[src/rtl/qpu_exu_alu_sched_pkg.sv]
// rtl/qpu_exu_alu_sched_pkg.sv - shared constants and types for the EXU ALU scheduler
package qpu_exu_alu_sched_pkg;

  localparam int QPU_XLEN = 32;

  // Requester indices, used wherever per-requester arrays are kept
  localparam int REQ_ALU = 0;
  localparam int REQ_BJP = 1;
  localparam int REQ_QIU = 2;
  localparam int REQ_NUM = 3;

  // Opcode field widths: {and, xor, or, add} and {gt, lt, ne, eq}
  localparam int ALU_OP_W = 4;
  localparam int BJP_OP_W = 4;

  // Round-robin pointer between the two fair requesters
  typedef enum logic [0:0] {
    RR_ALU = 1'b0,
    RR_QIU = 1'b1
  } rr_e;

endpackage

[src/rtl/qpu_exu_alu_sched_if.sv]
// rtl/qpu_exu_alu_sched_if.sv - request, response and datapath signals of the ALU scheduler
interface qpu_exu_alu_sched_if;
  import qpu_exu_alu_sched_pkg::*;

  // ALU requester
  logic                alu_i_valid;
  logic                alu_i_ready;
  logic [QPU_XLEN-1:0] alu_i_op1;
  logic [QPU_XLEN-1:0] alu_i_op2;
  logic                alu_i_add;
  logic                alu_i_or;
  logic                alu_i_xor;
  logic                alu_i_and;
  logic                alu_o_valid;
  logic                alu_o_ready;
  logic [QPU_XLEN-1:0] alu_o_res;

  // BJP requester
  logic                bjp_i_valid;
  logic                bjp_i_ready;
  logic [QPU_XLEN-1:0] bjp_i_op1;
  logic [QPU_XLEN-1:0] bjp_i_op2;
  logic                bjp_i_cmp_eq;
  logic                bjp_i_cmp_ne;
  logic                bjp_i_cmp_lt;
  logic                bjp_i_cmp_gt;
  logic                bjp_o_valid;
  logic                bjp_o_ready;
  logic                bjp_o_cmp_res;

  // QIU requester
  logic                qiu_i_valid;
  logic                qiu_i_ready;
  logic [QPU_XLEN-1:0] qiu_i_op1;
  logic [QPU_XLEN-1:0] qiu_i_op2;
  logic                qiu_o_valid;
  logic                qiu_o_ready;
  logic [QPU_XLEN-1:0] qiu_o_res;

  // Shared datapath
  logic                dp_alu_sel;
  logic                dp_bjp_sel;
  logic                dp_qiu_sel;
  logic                dp_alu_add;
  logic                dp_alu_or;
  logic                dp_alu_xor;
  logic                dp_alu_and;
  logic [QPU_XLEN-1:0] dp_alu_op1;
  logic [QPU_XLEN-1:0] dp_alu_op2;
  logic                dp_bjp_cmp_eq;
  logic                dp_bjp_cmp_ne;
  logic                dp_bjp_cmp_lt;
  logic                dp_bjp_cmp_gt;
  logic [QPU_XLEN-1:0] dp_bjp_op1;
  logic [QPU_XLEN-1:0] dp_bjp_op2;
  logic [QPU_XLEN-1:0] dp_qiu_op1;
  logic [QPU_XLEN-1:0] dp_qiu_op2;
  logic [QPU_XLEN-1:0] dp_alu_res;
  logic [QPU_XLEN-1:0] dp_qiu_res;
  logic                dp_bjp_cmp_res;

  // Scheduler view
  modport slave (
    input  alu_i_valid, alu_i_op1, alu_i_op2, alu_i_add, alu_i_or, alu_i_xor, alu_i_and, alu_o_ready,
    output alu_i_ready, alu_o_valid, alu_o_res,
    input  bjp_i_valid, bjp_i_op1, bjp_i_op2, bjp_i_cmp_eq, bjp_i_cmp_ne, bjp_i_cmp_lt, bjp_i_cmp_gt,
    input  bjp_o_ready,
    output bjp_i_ready, bjp_o_valid, bjp_o_cmp_res,
    input  qiu_i_valid, qiu_i_op1, qiu_i_op2, qiu_o_ready,
    output qiu_i_ready, qiu_o_valid, qiu_o_res,
    output dp_alu_sel, dp_bjp_sel, dp_qiu_sel,
    output dp_alu_add, dp_alu_or, dp_alu_xor, dp_alu_and, dp_alu_op1, dp_alu_op2,
    output dp_bjp_cmp_eq, dp_bjp_cmp_ne, dp_bjp_cmp_lt, dp_bjp_cmp_gt, dp_bjp_op1, dp_bjp_op2,
    output dp_qiu_op1, dp_qiu_op2,
    input  dp_alu_res, dp_qiu_res, dp_bjp_cmp_res
  );

  // Requesters plus datapath view
  modport master (
    output alu_i_valid, alu_i_op1, alu_i_op2, alu_i_add, alu_i_or, alu_i_xor, alu_i_and, alu_o_ready,
    input  alu_i_ready, alu_o_valid, alu_o_res,
    output bjp_i_valid, bjp_i_op1, bjp_i_op2, bjp_i_cmp_eq, bjp_i_cmp_ne, bjp_i_cmp_lt, bjp_i_cmp_gt,
    output bjp_o_ready,
    input  bjp_i_ready, bjp_o_valid, bjp_o_cmp_res,
    output qiu_i_valid, qiu_i_op1, qiu_i_op2, qiu_o_ready,
    input  qiu_i_ready, qiu_o_valid, qiu_o_res,
    input  dp_alu_sel, dp_bjp_sel, dp_qiu_sel,
    input  dp_alu_add, dp_alu_or, dp_alu_xor, dp_alu_and, dp_alu_op1, dp_alu_op2,
    input  dp_bjp_cmp_eq, dp_bjp_cmp_ne, dp_bjp_cmp_lt, dp_bjp_cmp_gt, dp_bjp_op1, dp_bjp_op2,
    input  dp_qiu_op1, dp_qiu_op2,
    output dp_alu_res, dp_qiu_res, dp_bjp_cmp_res
  );

endinterface

[src/rtl/qpu_exu_alu_sched_rspbuf.sv]
// rtl/qpu_exu_alu_sched_rspbuf.sv - one-entry response holding register with valid/ready output
module qpu_exu_alu_sched_rspbuf #(
  parameter int W = 32
) (
  input  logic         clk,
  input  logic         rst_n,
  input  logic         load,
  input  logic [W-1:0] din,
  input  logic         o_ready,
  output logic         o_valid,
  output logic [W-1:0] o_data
);

  // A load wins over a pop so a drained slot refilled in the same cycle stays valid
  always_ff @(posedge clk or negedge rst_n) begin
    if (!rst_n) begin
      o_valid <= 1'b0;
      o_data  <= '0;
    end else if (load) begin
      o_valid <= 1'b1;
      o_data  <= din;
    end else if (o_valid && o_ready) begin
      o_valid <= 1'b0;
    end
  end

endmodule

[src/rtl/qpu_exu_alu_sched.sv]
// rtl/qpu_exu_alu_sched.sv - arbitrates ALU, BJP and QIU onto the shared ALU datapath
module qpu_exu_alu_sched
  import qpu_exu_alu_sched_pkg::*;
#(
  parameter int STARVE_MAX = 4,
  parameter int STARVE_W   = 3
) (
  input  logic                 clk,
  input  logic                 rst_n,
  qpu_exu_alu_sched_if.slave   io
);

  localparam logic [STARVE_W-1:0] STARVE_LIM = STARVE_W'(STARVE_MAX);

  rr_e                 rr;
  logic [STARVE_W-1:0] starve_cnt;

  logic elig_alu;
  logic elig_bjp;
  logic elig_qiu;
  logic aq_elig;
  logic aq_pick_qiu;
  logic force_aq;
  logic grant_alu;
  logic grant_bjp;
  logic grant_qiu;

  // A requester may go when its response slot is empty or being drained this cycle
  assign elig_alu = io.alu_i_valid && (!io.alu_o_valid || io.alu_o_ready);
  assign elig_bjp = io.bjp_i_valid && (!io.bjp_o_valid || io.bjp_o_ready);
  assign elig_qiu = io.qiu_i_valid && (!io.qiu_o_valid || io.qiu_o_ready);

  // BJP has priority unless ALU/QIU has been starved for STARVE_MAX BJP wins
  assign aq_elig     = elig_alu || elig_qiu;
  assign aq_pick_qiu = elig_qiu && (!elig_alu || (rr == RR_QIU));
  assign force_aq    = aq_elig && (starve_cnt == STARVE_LIM);
  assign grant_bjp   = elig_bjp && !force_aq;
  assign grant_qiu   = aq_elig && !grant_bjp && aq_pick_qiu;
  assign grant_alu   = aq_elig && !grant_bjp && !aq_pick_qiu;

  assign io.alu_i_ready = grant_alu;
  assign io.bjp_i_ready = grant_bjp;
  assign io.qiu_i_ready = grant_qiu;

  assign io.dp_alu_sel = grant_alu;
  assign io.dp_bjp_sel = grant_bjp;
  assign io.dp_qiu_sel = grant_qiu;

  // Operands and opcodes reach the datapath only for the granted requester
  assign io.dp_alu_add    = grant_alu && io.alu_i_add;
  assign io.dp_alu_or     = grant_alu && io.alu_i_or;
  assign io.dp_alu_xor    = grant_alu && io.alu_i_xor;
  assign io.dp_alu_and    = grant_alu && io.alu_i_and;
  assign io.dp_alu_op1    = grant_alu ? io.alu_i_op1 : '0;
  assign io.dp_alu_op2    = grant_alu ? io.alu_i_op2 : '0;
  assign io.dp_bjp_cmp_eq = grant_bjp && io.bjp_i_cmp_eq;
  assign io.dp_bjp_cmp_ne = grant_bjp && io.bjp_i_cmp_ne;
  assign io.dp_bjp_cmp_lt = grant_bjp && io.bjp_i_cmp_lt;
  assign io.dp_bjp_cmp_gt = grant_bjp && io.bjp_i_cmp_gt;
  assign io.dp_bjp_op1    = grant_bjp ? io.bjp_i_op1 : '0;
  assign io.dp_bjp_op2    = grant_bjp ? io.bjp_i_op2 : '0;
  assign io.dp_qiu_op1    = grant_qiu ? io.qiu_i_op1 : '0;
  assign io.dp_qiu_op2    = grant_qiu ? io.qiu_i_op2 : '0;

  // Round-robin pointer moves to the loser after each ALU or QIU grant
  always_ff @(posedge clk or negedge rst_n) begin
    if (!rst_n) begin
      rr <= RR_ALU;
    end else if (grant_alu) begin
      rr <= RR_QIU;
    end else if (grant_qiu) begin
      rr <= RR_ALU;
    end
  end

  // Count BJP wins over a waiting ALU/QIU; saturates at the limit
  always_ff @(posedge clk or negedge rst_n) begin
    if (!rst_n) begin
      starve_cnt <= '0;
    end else if (grant_alu || grant_qiu || !aq_elig) begin
      starve_cnt <= '0;
    end else if (grant_bjp && (starve_cnt != STARVE_LIM)) begin
      starve_cnt <= starve_cnt + STARVE_W'(1);
    end
  end

  qpu_exu_alu_sched_rspbuf #(.W(QPU_XLEN)) u_alu_rsp (
    .clk     (clk),
    .rst_n   (rst_n),
    .load    (grant_alu),
    .din     (io.dp_alu_res),
    .o_ready (io.alu_o_ready),
    .o_valid (io.alu_o_valid),
    .o_data  (io.alu_o_res)
  );

  qpu_exu_alu_sched_rspbuf #(.W(1)) u_bjp_rsp (
    .clk     (clk),
    .rst_n   (rst_n),
    .load    (grant_bjp),
    .din     (io.dp_bjp_cmp_res),
    .o_ready (io.bjp_o_ready),
    .o_valid (io.bjp_o_valid),
    .o_data  (io.bjp_o_cmp_res)
  );

  qpu_exu_alu_sched_rspbuf #(.W(QPU_XLEN)) u_qiu_rsp (
    .clk     (clk),
    .rst_n   (rst_n),
    .load    (grant_qiu),
    .din     (io.dp_qiu_res),
    .o_ready (io.qiu_o_ready),
    .o_valid (io.qiu_o_valid),
    .o_data  (io.qiu_o_res)
  );

  // Opcodes are expected one-hot; the scheduler itself passes them through untouched
  a_alu_op_onehot: assert property (@(posedge clk) disable iff (!rst_n)
    io.alu_i_valid |-> $onehot({io.alu_i_and, io.alu_i_xor, io.alu_i_or, io.alu_i_add}));
  a_bjp_op_onehot: assert property (@(posedge clk) disable iff (!rst_n)
    io.bjp_i_valid |-> $onehot({io.bjp_i_cmp_gt, io.bjp_i_cmp_lt, io.bjp_i_cmp_ne, io.bjp_i_cmp_eq}));

endmodule

[src/flat_wrapper.sv]
// flat-port wrapper written by rule: the top's interface ports become plain ports
module qpu_exu_alu_sched_flat import qpu_exu_alu_sched_pkg::*;
#(
  parameter int STARVE_MAX = 4,
  parameter int STARVE_W   = 3
)
  (clk, rst_n, io_alu_i_valid, io_alu_i_op1, io_alu_i_op2, io_alu_i_add, io_alu_i_or, io_alu_i_xor, io_alu_i_and, io_alu_o_ready, io_alu_i_ready, io_alu_o_valid, io_alu_o_res, io_bjp_i_valid, io_bjp_i_op1, io_bjp_i_op2, io_bjp_i_cmp_eq, io_bjp_i_cmp_ne, io_bjp_i_cmp_lt, io_bjp_i_cmp_gt, io_bjp_o_ready, io_bjp_i_ready, io_bjp_o_valid, io_bjp_o_cmp_res, io_qiu_i_valid, io_qiu_i_op1, io_qiu_i_op2, io_qiu_o_ready, io_qiu_i_ready, io_qiu_o_valid, io_qiu_o_res, io_dp_alu_sel, io_dp_bjp_sel, io_dp_qiu_sel, io_dp_alu_add, io_dp_alu_or, io_dp_alu_xor, io_dp_alu_and, io_dp_alu_op1, io_dp_alu_op2, io_dp_bjp_cmp_eq, io_dp_bjp_cmp_ne, io_dp_bjp_cmp_lt, io_dp_bjp_cmp_gt, io_dp_bjp_op1, io_dp_bjp_op2, io_dp_qiu_op1, io_dp_qiu_op2, io_dp_alu_res, io_dp_qiu_res, io_dp_bjp_cmp_res);
  qpu_exu_alu_sched_if io_i ();
  input  logic clk;
  input  logic rst_n;
  input wire logic [$bits(io_i.alu_i_valid)-1:0] io_alu_i_valid;
  input wire logic [$bits(io_i.alu_i_op1)-1:0] io_alu_i_op1;
  input wire logic [$bits(io_i.alu_i_op2)-1:0] io_alu_i_op2;
  input wire logic [$bits(io_i.alu_i_add)-1:0] io_alu_i_add;
  input wire logic [$bits(io_i.alu_i_or)-1:0] io_alu_i_or;
  input wire logic [$bits(io_i.alu_i_xor)-1:0] io_alu_i_xor;
  input wire logic [$bits(io_i.alu_i_and)-1:0] io_alu_i_and;
  input wire logic [$bits(io_i.alu_o_ready)-1:0] io_alu_o_ready;
  output wire logic [$bits(io_i.alu_i_ready)-1:0] io_alu_i_ready;
  output wire logic [$bits(io_i.alu_o_valid)-1:0] io_alu_o_valid;
  output wire logic [$bits(io_i.alu_o_res)-1:0] io_alu_o_res;
  input wire logic [$bits(io_i.bjp_i_valid)-1:0] io_bjp_i_valid;
  input wire logic [$bits(io_i.bjp_i_op1)-1:0] io_bjp_i_op1;
  input wire logic [$bits(io_i.bjp_i_op2)-1:0] io_bjp_i_op2;
  input wire logic [$bits(io_i.bjp_i_cmp_eq)-1:0] io_bjp_i_cmp_eq;
  input wire logic [$bits(io_i.bjp_i_cmp_ne)-1:0] io_bjp_i_cmp_ne;
  input wire logic [$bits(io_i.bjp_i_cmp_lt)-1:0] io_bjp_i_cmp_lt;
  input wire logic [$bits(io_i.bjp_i_cmp_gt)-1:0] io_bjp_i_cmp_gt;
  input wire logic [$bits(io_i.bjp_o_ready)-1:0] io_bjp_o_ready;
  output wire logic [$bits(io_i.bjp_i_ready)-1:0] io_bjp_i_ready;
  output wire logic [$bits(io_i.bjp_o_valid)-1:0] io_bjp_o_valid;
  output wire logic [$bits(io_i.bjp_o_cmp_res)-1:0] io_bjp_o_cmp_res;
  input wire logic [$bits(io_i.qiu_i_valid)-1:0] io_qiu_i_valid;
  input wire logic [$bits(io_i.qiu_i_op1)-1:0] io_qiu_i_op1;
  input wire logic [$bits(io_i.qiu_i_op2)-1:0] io_qiu_i_op2;
  input wire logic [$bits(io_i.qiu_o_ready)-1:0] io_qiu_o_ready;
  output wire logic [$bits(io_i.qiu_i_ready)-1:0] io_qiu_i_ready;
  output wire logic [$bits(io_i.qiu_o_valid)-1:0] io_qiu_o_valid;
  output wire logic [$bits(io_i.qiu_o_res)-1:0] io_qiu_o_res;
  output wire logic [$bits(io_i.dp_alu_sel)-1:0] io_dp_alu_sel;
  output wire logic [$bits(io_i.dp_bjp_sel)-1:0] io_dp_bjp_sel;
  output wire logic [$bits(io_i.dp_qiu_sel)-1:0] io_dp_qiu_sel;
  output wire logic [$bits(io_i.dp_alu_add)-1:0] io_dp_alu_add;
  output wire logic [$bits(io_i.dp_alu_or)-1:0] io_dp_alu_or;
  output wire logic [$bits(io_i.dp_alu_xor)-1:0] io_dp_alu_xor;
  output wire logic [$bits(io_i.dp_alu_and)-1:0] io_dp_alu_and;
  output wire logic [$bits(io_i.dp_alu_op1)-1:0] io_dp_alu_op1;
  output wire logic [$bits(io_i.dp_alu_op2)-1:0] io_dp_alu_op2;
  output wire logic [$bits(io_i.dp_bjp_cmp_eq)-1:0] io_dp_bjp_cmp_eq;
  output wire logic [$bits(io_i.dp_bjp_cmp_ne)-1:0] io_dp_bjp_cmp_ne;
  output wire logic [$bits(io_i.dp_bjp_cmp_lt)-1:0] io_dp_bjp_cmp_lt;
  output wire logic [$bits(io_i.dp_bjp_cmp_gt)-1:0] io_dp_bjp_cmp_gt;
  output wire logic [$bits(io_i.dp_bjp_op1)-1:0] io_dp_bjp_op1;
  output wire logic [$bits(io_i.dp_bjp_op2)-1:0] io_dp_bjp_op2;
  output wire logic [$bits(io_i.dp_qiu_op1)-1:0] io_dp_qiu_op1;
  output wire logic [$bits(io_i.dp_qiu_op2)-1:0] io_dp_qiu_op2;
  input wire logic [$bits(io_i.dp_alu_res)-1:0] io_dp_alu_res;
  input wire logic [$bits(io_i.dp_qiu_res)-1:0] io_dp_qiu_res;
  input wire logic [$bits(io_i.dp_bjp_cmp_res)-1:0] io_dp_bjp_cmp_res;
  assign io_i.alu_i_valid = io_alu_i_valid;
  assign io_i.alu_i_op1 = io_alu_i_op1;
  assign io_i.alu_i_op2 = io_alu_i_op2;
  assign io_i.alu_i_add = io_alu_i_add;
  assign io_i.alu_i_or = io_alu_i_or;
  assign io_i.alu_i_xor = io_alu_i_xor;
  assign io_i.alu_i_and = io_alu_i_and;
  assign io_i.alu_o_ready = io_alu_o_ready;
  assign io_alu_i_ready = io_i.alu_i_ready;
  assign io_alu_o_valid = io_i.alu_o_valid;
  assign io_alu_o_res = io_i.alu_o_res;
  assign io_i.bjp_i_valid = io_bjp_i_valid;
  assign io_i.bjp_i_op1 = io_bjp_i_op1;
  assign io_i.bjp_i_op2 = io_bjp_i_op2;
  assign io_i.bjp_i_cmp_eq = io_bjp_i_cmp_eq;
  assign io_i.bjp_i_cmp_ne = io_bjp_i_cmp_ne;
  assign io_i.bjp_i_cmp_lt = io_bjp_i_cmp_lt;
  assign io_i.bjp_i_cmp_gt = io_bjp_i_cmp_gt;
  assign io_i.bjp_o_ready = io_bjp_o_ready;
  assign io_bjp_i_ready = io_i.bjp_i_ready;
  assign io_bjp_o_valid = io_i.bjp_o_valid;
  assign io_bjp_o_cmp_res = io_i.bjp_o_cmp_res;
  assign io_i.qiu_i_valid = io_qiu_i_valid;
  assign io_i.qiu_i_op1 = io_qiu_i_op1;
  assign io_i.qiu_i_op2 = io_qiu_i_op2;
  assign io_i.qiu_o_ready = io_qiu_o_ready;
  assign io_qiu_i_ready = io_i.qiu_i_ready;
  assign io_qiu_o_valid = io_i.qiu_o_valid;
  assign io_qiu_o_res = io_i.qiu_o_res;
  assign io_dp_alu_sel = io_i.dp_alu_sel;
  assign io_dp_bjp_sel = io_i.dp_bjp_sel;
  assign io_dp_qiu_sel = io_i.dp_qiu_sel;
  assign io_dp_alu_add = io_i.dp_alu_add;
  assign io_dp_alu_or = io_i.dp_alu_or;
  assign io_dp_alu_xor = io_i.dp_alu_xor;
  assign io_dp_alu_and = io_i.dp_alu_and;
  assign io_dp_alu_op1 = io_i.dp_alu_op1;
  assign io_dp_alu_op2 = io_i.dp_alu_op2;
  assign io_dp_bjp_cmp_eq = io_i.dp_bjp_cmp_eq;
  assign io_dp_bjp_cmp_ne = io_i.dp_bjp_cmp_ne;
  assign io_dp_bjp_cmp_lt = io_i.dp_bjp_cmp_lt;
  assign io_dp_bjp_cmp_gt = io_i.dp_bjp_cmp_gt;
  assign io_dp_bjp_op1 = io_i.dp_bjp_op1;
  assign io_dp_bjp_op2 = io_i.dp_bjp_op2;
  assign io_dp_qiu_op1 = io_i.dp_qiu_op1;
  assign io_dp_qiu_op2 = io_i.dp_qiu_op2;
  assign io_i.dp_alu_res = io_dp_alu_res;
  assign io_i.dp_qiu_res = io_dp_qiu_res;
  assign io_i.dp_bjp_cmp_res = io_dp_bjp_cmp_res;
  qpu_exu_alu_sched #(.STARVE_MAX(STARVE_MAX), .STARVE_W(STARVE_W)) u_core (.clk(clk), .rst_n(rst_n), .io(io_i));
endmodule
[config.mk]
export PLATFORM = sky130hd
export DESIGN_NAME = qpu_exu_alu_sched_flat
export DESIGN_NICKNAME = d
export VERILOG_FILES = /design/src/rtl/qpu_exu_alu_sched_pkg.sv /design/src/rtl/qpu_exu_alu_sched_if.sv /design/src/rtl/qpu_exu_alu_sched_rspbuf.sv /design/src/rtl/qpu_exu_alu_sched.sv /design/src/flat_wrapper.sv
export SDC_FILE = /design/constraint.sdc
export NUM_CORES = 1
export LEC_CHECK = 0
export CAP_MARGIN = 20
export CELL_PAD_IN_SITES_DETAIL_PLACEMENT = 1
export CELL_PAD_IN_SITES_GLOBAL_PLACEMENT = 1
export CORE_AREA = 3 3 210 212
export DETAILED_ROUTE_END_ITERATION = 12
export DIE_AREA = 0 0 213 215
export GPL_TIMING_DRIVEN = 0
export HOLD_SLACK_MARGIN = 0.15
export PLACE_DENSITY = 0.64
export SYNTH_ARGS = -nofsm -noshare
export SYNTH_HDL_FRONTEND = slang
export SYNTH_SLANG_ARGS = --single-unit
[constraint.sdc]
create_clock -name clk -period 2 [get_ports clk]
set_input_delay 0.4 -clock clk [delete_from_list [all_inputs] [get_ports clk]]
set_output_delay 0.4 -clock clk [all_outputs]
set_load 0.05 [all_outputs]
==> flow_metrics.tcl <==
# place-and-route summary
set metrics [dict create \
    detailedRoute.firstPassIterationCount 3 \
    cp-endpoint "io_dp_alu_op1[0]" \
    combined_area_of_all_synthesized_cells_um2 4460 \
    total_leakage_power_nw 5.49 \
    place_congestion 0.833 \
    grt_setup_unrepaired "true" \
    fraction_of_final_layout_cells_sized_beyond_drive_strength_1_pct 56.5 \
    worst_r2r_startpoint "u_core.starve_cnt[1]" \
    violations_in_the_final_reports "setup timing" \
    report.final.setup_viol 232 \
    critical_path.startpoint "io_bjp_o_ready" \
    worstRegToRegCells 11 \
    cp_top_family "buffers and inverters" \
    timing.critical_path.from_type "input pin" \
    yosysTopAreaCellShare_pct 40.4 \
    worst_slew_pin_slew_ps 650 \
    seq_power_w 0.00217 \
    dr_total_vias 5328 \
    first_global_vias 5877 \
    ys.flop_type "dfrtp_1" \
    outcome "finished, violations left" \
    crit_path_top_delay_cell "clkdlybuf4s50_1" \
    p_sw_share_pct 44.7 \
    hold_ws_ps 340 \
    layout_nets 1267 \
    top_logic_cell_by_instance_count_in_the_layout "clkdlybuf4s50_1" \
    net_count_entering_floorplan 674 \
    yosysMostFrequentCell "and2_1" \
    cts-root-buf "clkbuf_16" \
    antenna_found_initial 0 \
    critical_path_buf_inv_count 5 \
    critical_path_class "in2out" \
    worstPathArrival_ps 2130 \
    topCellsByArea "dfrtp_1, and2_1, mux2_4, buf_12, buf_6" \
    post-route-min-period_ps 2530 \
    p_switching_w 0.00469 \
    edf_count 0 \
    post_drt_via_cell_ratio 3.47 \
    min_delay_worst_endpoint "u_core.u_qiu_rsp.o_valid" \
    placed_cells 1485 \
    antenna-diode-count 0 \
    hold_violations_final 0 \
    crit_chain "clkdlybuf4s50_1, nand2b_2, nand3_4, nor3b_4, buf_12, buf_12, clkbuf_16, and2_4, buf_8" \
    clkSinkCount 72 \
    timing.max_slew.rel_slack_pct 56.5 \
    pnr_worst_setup_slack_ps -530 \
    regToRegEndpoint "u_core.u_alu_rsp.o_data[17]" \
    pwr-share-clk_pct 17.1 \
    comb_power_w 0.00654 \
    seq_area_um2 1810 \
    final_cells 1536 \
    preCtsSetupSlack_ps -1630 \
    data_required_time_at_the_worst_endpoint_ps 1600 \
    crit_path_frequent_cell "buf_12" \
    worstSetupPathDepth 9 \
    synthCells 399 \
    portBuffers 546 \
    core.rowCount 75 \
    hpwl_um 22100 \
]
sequential cells by signal, summed over array words and instances, names as in the netlist:
register	flops
u_core.u_qiu_rsp.o_valid	1
u_core.u_alu_rsp.o_data	32
u_core.u_qiu_rsp.o_data	32
u_core.rr	1
u_core.starve_cnt	3
u_core.u_alu_rsp.o_valid	1
u_core.u_bjp_rsp.o_valid	1
u_core.u_bjp_rsp.o_data	1
timing repair:
| action | CTS | global route |
|---|---|---|
| endpoints found under the hold margin | 34 | 0 |
| setup endpoints to repair | 256 | 266 |
| gates cloned | 2 | 11 |
| buffers inserted | 8 | 13 |
| resized | 1383 | 145 |
| pin swaps | 4 | 63 |
| hold buffers | 1 | 0 |
cell type report:
type	instances	area share [%]
clock buffers	10	1.93
multi-input cells	291	22.9
repair buffers	582	50.6
clock inverters	6	0.597
well taps	539	5.45
inverters	4	0.142
flip-flops and latches	72	14.6
plain buffers	32	3.85
layer usage:
layer / global-route usage, % / share of wire, % / up-vias / wire length (µm)
met4: 3.24 / 1.7 / 0 / 463
met3: 4.35 / 11 / 19 / 2950
met1: 10.0 / 32 / 2520 / 8720
li1: - / - / 2450 / -
met5: 0 / 0 / - / 0
met2: 21.7 / 56 / 339 / 15300
through the flow:
step                      util, %  area (µm²)
after CTS                    27.7       11700
after detailed placement     26.3       11100
after global placement       26.2       11000
final                        29.3       12400
after floorplan                 -        4900
after global routing         29.3       12400
cells by family (layout without fill, tap and decap cells):
group | after synthesis | count (layout) | share of synthesized area [%]
and+or+nand+nor | 216 | 216 | 30.5
adders and majority gates | 2 | 2 | 0.562
muxes | 65 | 65 | 21.2
AOI/OAI and AO/OA | 7 | 7 | 1.24
buffers and inverters | 36 | 634 | 5.84
xor gates and xnor gates | 1 | 1 | 0.197
DFF | 72 | 72 | 40.4
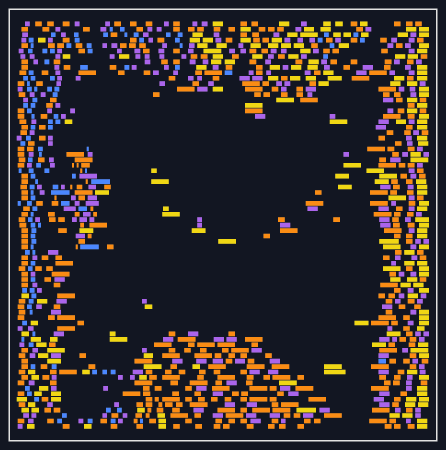
Fig. 1. Sizing map.
Scale: 2 px per µm.
| colour | size | cells |
|---|---|---|
| purple | x3 and x4 | 269 |
| yellow | x6 and larger | 177 |
| blue | x2 | 117 |
| orange | x1 and smaller | 434 |
buffer count excluding the clock tree in the final layout: 614
PnR worst setup slack: -530 ps
Area Growth Syn to Fin: 178%
finished layout cell area: 12400 µm²

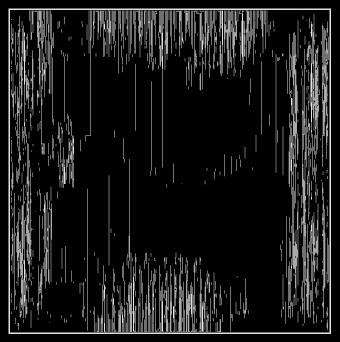
Fig. 2. The metal 2 layer.
Scale: 1.5 px per µm.
share of all routed wire: 56%
main direction: vertical
nets with wire on the layer: 1171
wire length on this layer: 15300 µm
longest straight run: 107 µm

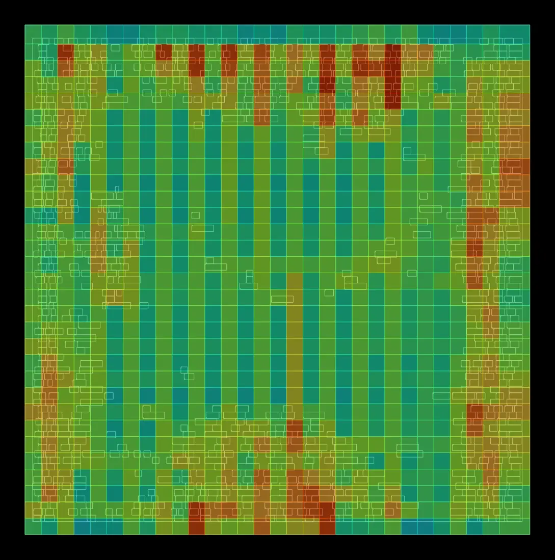
Fig. 3. Routing congestion map.
met1 GRT Util: 10.0%
GR Layer Usage met2: 21.7%
global routing usage on met3: 4.35%
final routed wire length divided by cell count: 17.9 µm

No activity file was given, so power comes from the tool's default toggle rates.
